## config.mk

```make
export PLATFORM = sky130hd
export DESIGN_NAME = dco_freq_lock_flat
export DESIGN_NICKNAME = d
export VERILOG_FILES = /design/src/rtl/dco_freq_lock_if.sv /design/src/rtl/dco_freq_lock.sv /design/src/flat_wrapper.sv
export SDC_FILE = /design/constraint.sdc
export NUM_CORES = 1
export LEC_CHECK = 0
export CAP_MARGIN = 20
export CORE_UTILIZATION = 62
export CTS_BUF_LIST = sky130_fd_sc_hd__clkbuf_16
export CTS_CLUSTER_DIAMETER = 60
export DETAILED_ROUTE_END_ITERATION = 8
export PLACE_DENSITY_LB_ADDON = 0.25
export SYNTH_ARGS = -nofsm -noshare
export SYNTH_HDL_FRONTEND = slang
export SYNTH_SLANG_ARGS = --single-unit
```

## constraint.sdc

```tcl
create_clock -name clk -period 4.3 [get_ports clk]
set_input_delay 0.645 -clock clk [delete_from_list [all_inputs] [get_ports clk]]
set_output_delay 0.645 -clock clk [all_outputs]
set_load 0.05 [all_outputs]
```

## src/rtl/dco_freq_lock_if.sv

```systemverilog
// dco_freq_lock_if: control/status bundle between a loop supervisor and the
// DCO frequency-lock controller.
//
//   enable     supervisor -> lock : run the loop (low = hold code, idle)
//   target     supervisor -> lock : desired rising-edge count per window
//   dco_code   lock -> supervisor : code currently driven to the DCO
//   meas_count lock -> supervisor : edge count of the last completed window
//   meas_valid lock -> supervisor : one-cycle strobe for meas_count
//   locked     lock -> supervisor : loop is in lock
//   step_idx   lock -> supervisor : current speed index, 0..8
//   busy       lock -> supervisor : controller is not in IDLE
//   fsm_state  lock -> supervisor : raw FSM state (IDLE/GATE/EVAL/SETTLE)
//
// Handshake: meas_valid is a valid-only strobe with no ready. It is high for
// exactly one clk cycle per completed window, never two cycles in a row;
// meas_count is already updated while meas_valid is high and stays stable
// until the next strobe, so a consumer may capture it in that cycle or later.
interface dco_freq_lock_if;
    logic       enable;
    logic [7:0] target;
    logic [7:0] dco_code;
    logic [7:0] meas_count;
    logic       meas_valid;
    logic       locked;
    logic [3:0] step_idx;
    logic       busy;
    logic [1:0] fsm_state;

    modport master (
        output enable, target,
        input  dco_code, meas_count, meas_valid, locked, step_idx, busy, fsm_state
    );

    modport slave (
        input  enable, target,
        output dco_code, meas_count, meas_valid, locked, step_idx, busy, fsm_state
    );
endinterface

```

## src/rtl/dco_freq_lock.sv

```systemverilog
// dco_freq_lock: frequency-lock loop for an 8-bit priority-coded DCO.
// Counts rising edges of dco_in over a GATE_CYCLES window, compares against
// bus.target +/- TOL and steps the speed index up or down. After LOCK_COUNT
// consecutive in-tolerance windows the locked flag is raised.
//
// Ports:
//   clk      system clock
//   resetnn  asynchronous, active-low reset
//   dco_in   DCO square wave, asynchronous to clk
//   bus      dco_freq_lock_if.slave (enable, target in; dco_code,
//            meas_count, meas_valid, locked, step_idx, busy, fsm_state out)
module dco_freq_lock #(
    parameter int GATE_CYCLES   = 256,
    parameter int TOL           = 1,
    parameter int LOCK_COUNT    = 4,
    parameter int SETTLE_CYCLES = 16,
    parameter int INIT_STEP     = 4
) (
    input  logic             clk,
    input  logic             resetnn,
    input  logic             dco_in,
    dco_freq_lock_if.slave   bus
);

    typedef enum logic [1:0] {
        IDLE   = 2'd0,
        GATE   = 2'd1,
        EVAL   = 2'd2,
        SETTLE = 2'd3
    } state_t;

    localparam logic [15:0] GATE_LAST   = 16'(GATE_CYCLES - 1);
    localparam logic [15:0] SETTLE_LAST = 16'(SETTLE_CYCLES - 1);
    localparam logic [3:0]  LOCK_N      = 4'(LOCK_COUNT);
    localparam logic [3:0]  INIT_IDX    = 4'(INIT_STEP);
    localparam logic [8:0]  TOL9        = 9'(TOL);

    // Index 0 stops the DCO; index k selects the single bit 1 << (8-k).
    function automatic logic [7:0] code_of(input logic [3:0] k);
        if (k == 4'd0) return 8'h00;
        return 8'h01 << (4'd8 - k);
    endfunction

    state_t      state_q, state_d;
    logic        sync1_q, sync1_d;
    logic        sync2_q, sync2_d;
    logic        prev_q, prev_d;
    logic [15:0] cnt_q, cnt_d;
    logic [7:0]  edge_cnt_q, edge_cnt_d;
    logic [7:0]  meas_count_q, meas_count_d;
    logic [3:0]  step_idx_q, step_idx_d;
    logic [7:0]  dco_code_q, dco_code_d;
    logic [3:0]  run_cnt_q, run_cnt_d;
    logic        locked_q, locked_d;

    logic        edge_seen;
    logic [8:0]  cnt9, tgt9, lo9, hi9;
    logic        too_slow, too_fast, step_up, step_dn, step_change;

    assign edge_seen = sync2_q & ~prev_q;

    // Window evaluation in 9 bits so target+TOL never wraps and target-TOL
    // floors at zero.
    always_comb begin
        cnt9        = {1'b0, edge_cnt_q};
        tgt9        = {1'b0, bus.target};
        lo9         = (tgt9 >= TOL9) ? (tgt9 - TOL9) : 9'd0;
        hi9         = tgt9 + TOL9;
        too_slow    = (cnt9 < lo9);
        too_fast    = (cnt9 > hi9);
        step_up     = too_slow && (step_idx_q != 4'd8);
        step_dn     = too_fast && (step_idx_q != 4'd0);
        step_change = step_up || step_dn;
    end

    // State register
    always_ff @(posedge clk or negedge resetnn) begin
        if (!resetnn) state_q <= IDLE;
        else          state_q <= state_d;
    end

    // Next-state logic
    always_comb begin
        state_d = state_q;
        if (!bus.enable) begin
            state_d = IDLE;
        end else begin
            case (state_q)
                IDLE:    state_d = GATE;
                GATE:    if (cnt_q == GATE_LAST) state_d = EVAL;
                EVAL:    state_d = step_change ? SETTLE : GATE;
                SETTLE:  if (cnt_q == SETTLE_LAST) state_d = GATE;
                default: state_d = IDLE;
            endcase
        end
    end

    // Outputs decoded from the state register
    always_comb begin
        bus.busy       = (state_q != IDLE);
        bus.meas_valid = (state_q == EVAL);
        bus.fsm_state  = state_q;
    end

    // Datapath next values
    always_comb begin
        sync1_d = dco_in;
        sync2_d = sync1_q;
        prev_d  = sync2_q;

        // One counter serves both GATE and SETTLE; it restarts at 0 on every
        // state change so each phase begins from a clean count.
        if ((state_d == state_q) && ((state_q == GATE) || (state_q == SETTLE)))
            cnt_d = cnt_q + 16'd1;
        else
            cnt_d = 16'd0;

        // Counting only in GATE means the count is zero on the first GATE
        // cycle and holds the full window value during EVAL.
        if (state_q == GATE)
            edge_cnt_d = (edge_cnt_q == 8'hFF) ? 8'hFF : edge_cnt_q + {7'd0, edge_seen};
        else
            edge_cnt_d = 8'd0;

        // Load the result as the window closes so meas_count is already
        // valid during the EVAL cycle in which meas_valid is high.
        meas_count_d = meas_count_q;
        if ((state_q == GATE) && (state_d == EVAL))
            meas_count_d = edge_cnt_d;

        step_idx_d = step_idx_q;
        run_cnt_d  = run_cnt_q;
        locked_d   = locked_q;
        if (!bus.enable) begin
            run_cnt_d = 4'd0;
            locked_d  = 1'b0;
        end else if (state_q == EVAL) begin
            if (too_slow || too_fast) begin
                run_cnt_d = 4'd0;
                locked_d  = 1'b0;
                if (step_up)      step_idx_d = step_idx_q + 4'd1;
                else if (step_dn) step_idx_d = step_idx_q - 4'd1;
            end else begin
                if (run_cnt_q != LOCK_N) run_cnt_d = run_cnt_q + 4'd1;
                if (run_cnt_d == LOCK_N) locked_d = 1'b1;
            end
        end
        dco_code_d = code_of(step_idx_d);
    end

    always_ff @(posedge clk or negedge resetnn) begin
        if (!resetnn) begin
            sync1_q      <= 1'b0;
            sync2_q      <= 1'b0;
            prev_q       <= 1'b0;
            cnt_q        <= 16'd0;
            edge_cnt_q   <= 8'd0;
            meas_count_q <= 8'd0;
            step_idx_q   <= INIT_IDX;
            dco_code_q   <= code_of(INIT_IDX);
            run_cnt_q    <= 4'd0;
            locked_q     <= 1'b0;
        end else begin
            sync1_q      <= sync1_d;
            sync2_q      <= sync2_d;
            prev_q       <= prev_d;
            cnt_q        <= cnt_d;
            edge_cnt_q   <= edge_cnt_d;
            meas_count_q <= meas_count_d;
            step_idx_q   <= step_idx_d;
            dco_code_q   <= dco_code_d;
            run_cnt_q    <= run_cnt_d;
            locked_q     <= locked_d;
        end
    end

    assign bus.dco_code   = dco_code_q;
    assign bus.meas_count = meas_count_q;
    assign bus.step_idx   = step_idx_q;
    assign bus.locked     = locked_q;

endmodule
```

## src/flat_wrapper.sv

```systemverilog
// flat-port wrapper written by rule: the top's interface ports become plain ports
module dco_freq_lock_flat 
#(
    parameter int GATE_CYCLES   = 256,
    parameter int TOL           = 1,
    parameter int LOCK_COUNT    = 4,
    parameter int SETTLE_CYCLES = 16,
    parameter int INIT_STEP     = 4
)
  (clk, resetnn, dco_in, bus_enable, bus_target, bus_dco_code, bus_meas_count, bus_meas_valid, bus_locked, bus_step_idx, bus_busy, bus_fsm_state);
  dco_freq_lock_if bus_i ();
  input  logic clk;
  input  logic resetnn;
  input  logic dco_in;
  input wire logic [$bits(bus_i.enable)-1:0] bus_enable;
  input wire logic [$bits(bus_i.target)-1:0] bus_target;
  output wire logic [$bits(bus_i.dco_code)-1:0] bus_dco_code;
  output wire logic [$bits(bus_i.meas_count)-1:0] bus_meas_count;
  output wire logic [$bits(bus_i.meas_valid)-1:0] bus_meas_valid;
  output wire logic [$bits(bus_i.locked)-1:0] bus_locked;
  output wire logic [$bits(bus_i.step_idx)-1:0] bus_step_idx;
  output wire logic [$bits(bus_i.busy)-1:0] bus_busy;
  output wire logic [$bits(bus_i.fsm_state)-1:0] bus_fsm_state;
  assign bus_i.enable = bus_enable;
  assign bus_i.target = bus_target;
  assign bus_dco_code = bus_i.dco_code;
  assign bus_meas_count = bus_i.meas_count;
  assign bus_meas_valid = bus_i.meas_valid;
  assign bus_locked = bus_i.locked;
  assign bus_step_idx = bus_i.step_idx;
  assign bus_busy = bus_i.busy;
  assign bus_fsm_state = bus_i.fsm_state;
  dco_freq_lock #(.GATE_CYCLES(GATE_CYCLES), .TOL(TOL), .LOCK_COUNT(LOCK_COUNT), .SETTLE_CYCLES(SETTLE_CYCLES), .INIT_STEP(INIT_STEP)) u_core (.clk(clk), .resetnn(resetnn), .dco_in(dco_in), .bus(bus_i));
endmodule
```

==> results.sh <==
# yosys + openroad results
export IMPL_reg2reg_depth=7
export IMPL_postSynthSeqShare_pct=38.2
export IMPL_nets=437
export IMPL_top_area_cell="dfrtp_1"
export IMPL_numSynthFlops=54
export IMPL_switchingPower_w=0.000326
export IMPL_area_delta_synth_final_pct=15.8
export IMPL_cp_slowest_cell="clkdlybuf4s50_1"
export IMPL_outcome="finished with violations"
export IMPL_post_cts_resized=0
export IMPL_dp_cells=465
export IMPL_postCtsSetupBuffers=0
export IMPL_use_met2_pct=43.4
export IMPL_grtUsageMet1_pct=35.3
export IMPL_final_core_util_pct=74.6
export IMPL_lay_top_count="dfrtp_1"
export IMPL_crit_buf_inv=1
export IMPL_io_buffers=36
export IMPL_ios=37
export IMPL_r2r_slack_ns=1.70
export IMPL_maxCapViolCount=0
export IMPL_xor_share_pct=7.41
export IMPL_syn_inst=360
export IMPL_clk_pin_slew_worst_paths_ns=0.07
export IMPL_die_area_mm2=0.00603
export IMPL_grt_max_degree=55
export IMPL_yosysUniqueCellTypes=64
export IMPL_synth_edff_count=0
export IMPL_pg_seq_w=0.000535
export IMPL_relSlewSlack_pct=56.1
export IMPL_grt_pass1_vias=2817
export IMPL_area_dominant_class="logic gates"
export IMPL_cts_buffers=5
export IMPL_fa_ha_area_share_pct=8.82
export IMPL_nFillCells=412
export IMPL_most_common_cell="dfrtp_1"
export IMPL_drtIter0Drc=173
export IMPL_critPathLaunchType="input port"
export IMPL_grt_pass1_wl_um=12500
export IMPL_flop_area_mm2=0.00135
export IMPL_finalMaxSlewViolations=0
export IMPL_violations="DRC"
export IMPL_layout_drive_gt1_share_pct=13.2
export IMPL_vias=2818
export IMPL_drc=2
export IMPL_ys_area_mm2=0.00355
export IMPL_hold_path_depth=0
export IMPL_dr_pass1_iters=6
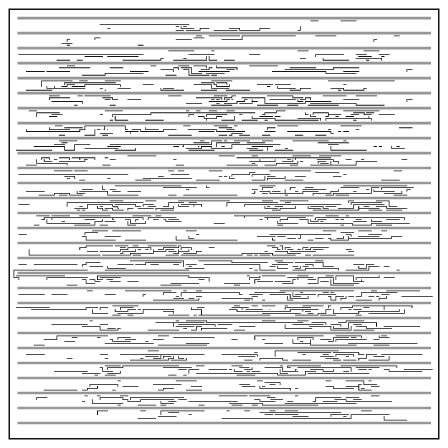
Figure 1: signal wires on met1.
Supply wires on this layer in gray.
The layer carries 3,240 µm of wire. The layer holds 46% of the routed length. The longest straight run is 23.5 µm. The wires run mostly horizontal.

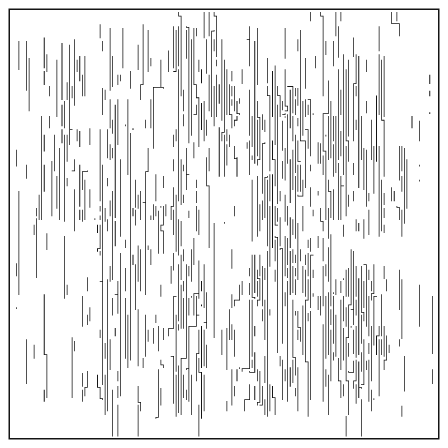
Figure 2: met2 routing.
The layer holds 49% of the routed length. The layer carries 3,530 µm of wire. 376 nets have wire on it. The wires run mostly vertical. The longest straight run is 41.1 µm.

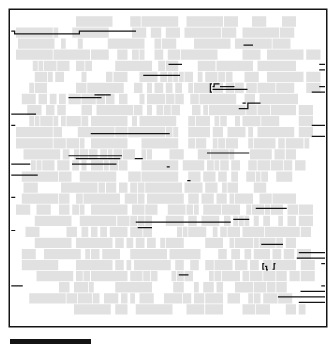
Figure 3: signal wires on met3.
Scale bar: 20 µm.
The layer carries 265 µm of wire. The wires run mostly horizontal. The longest straight run is 23.0 µm.

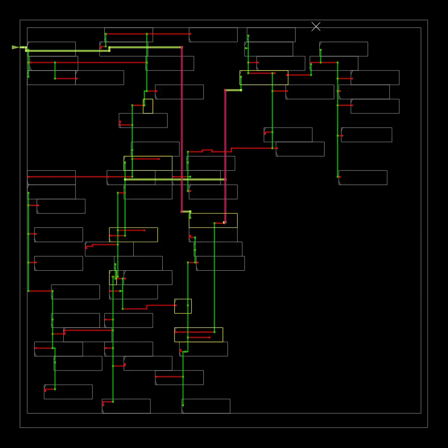
Figure 4: clock wiring as the flow saved it.
clock sinks: 54
flip-flops: 54
clk_skew: 0.00824 ns

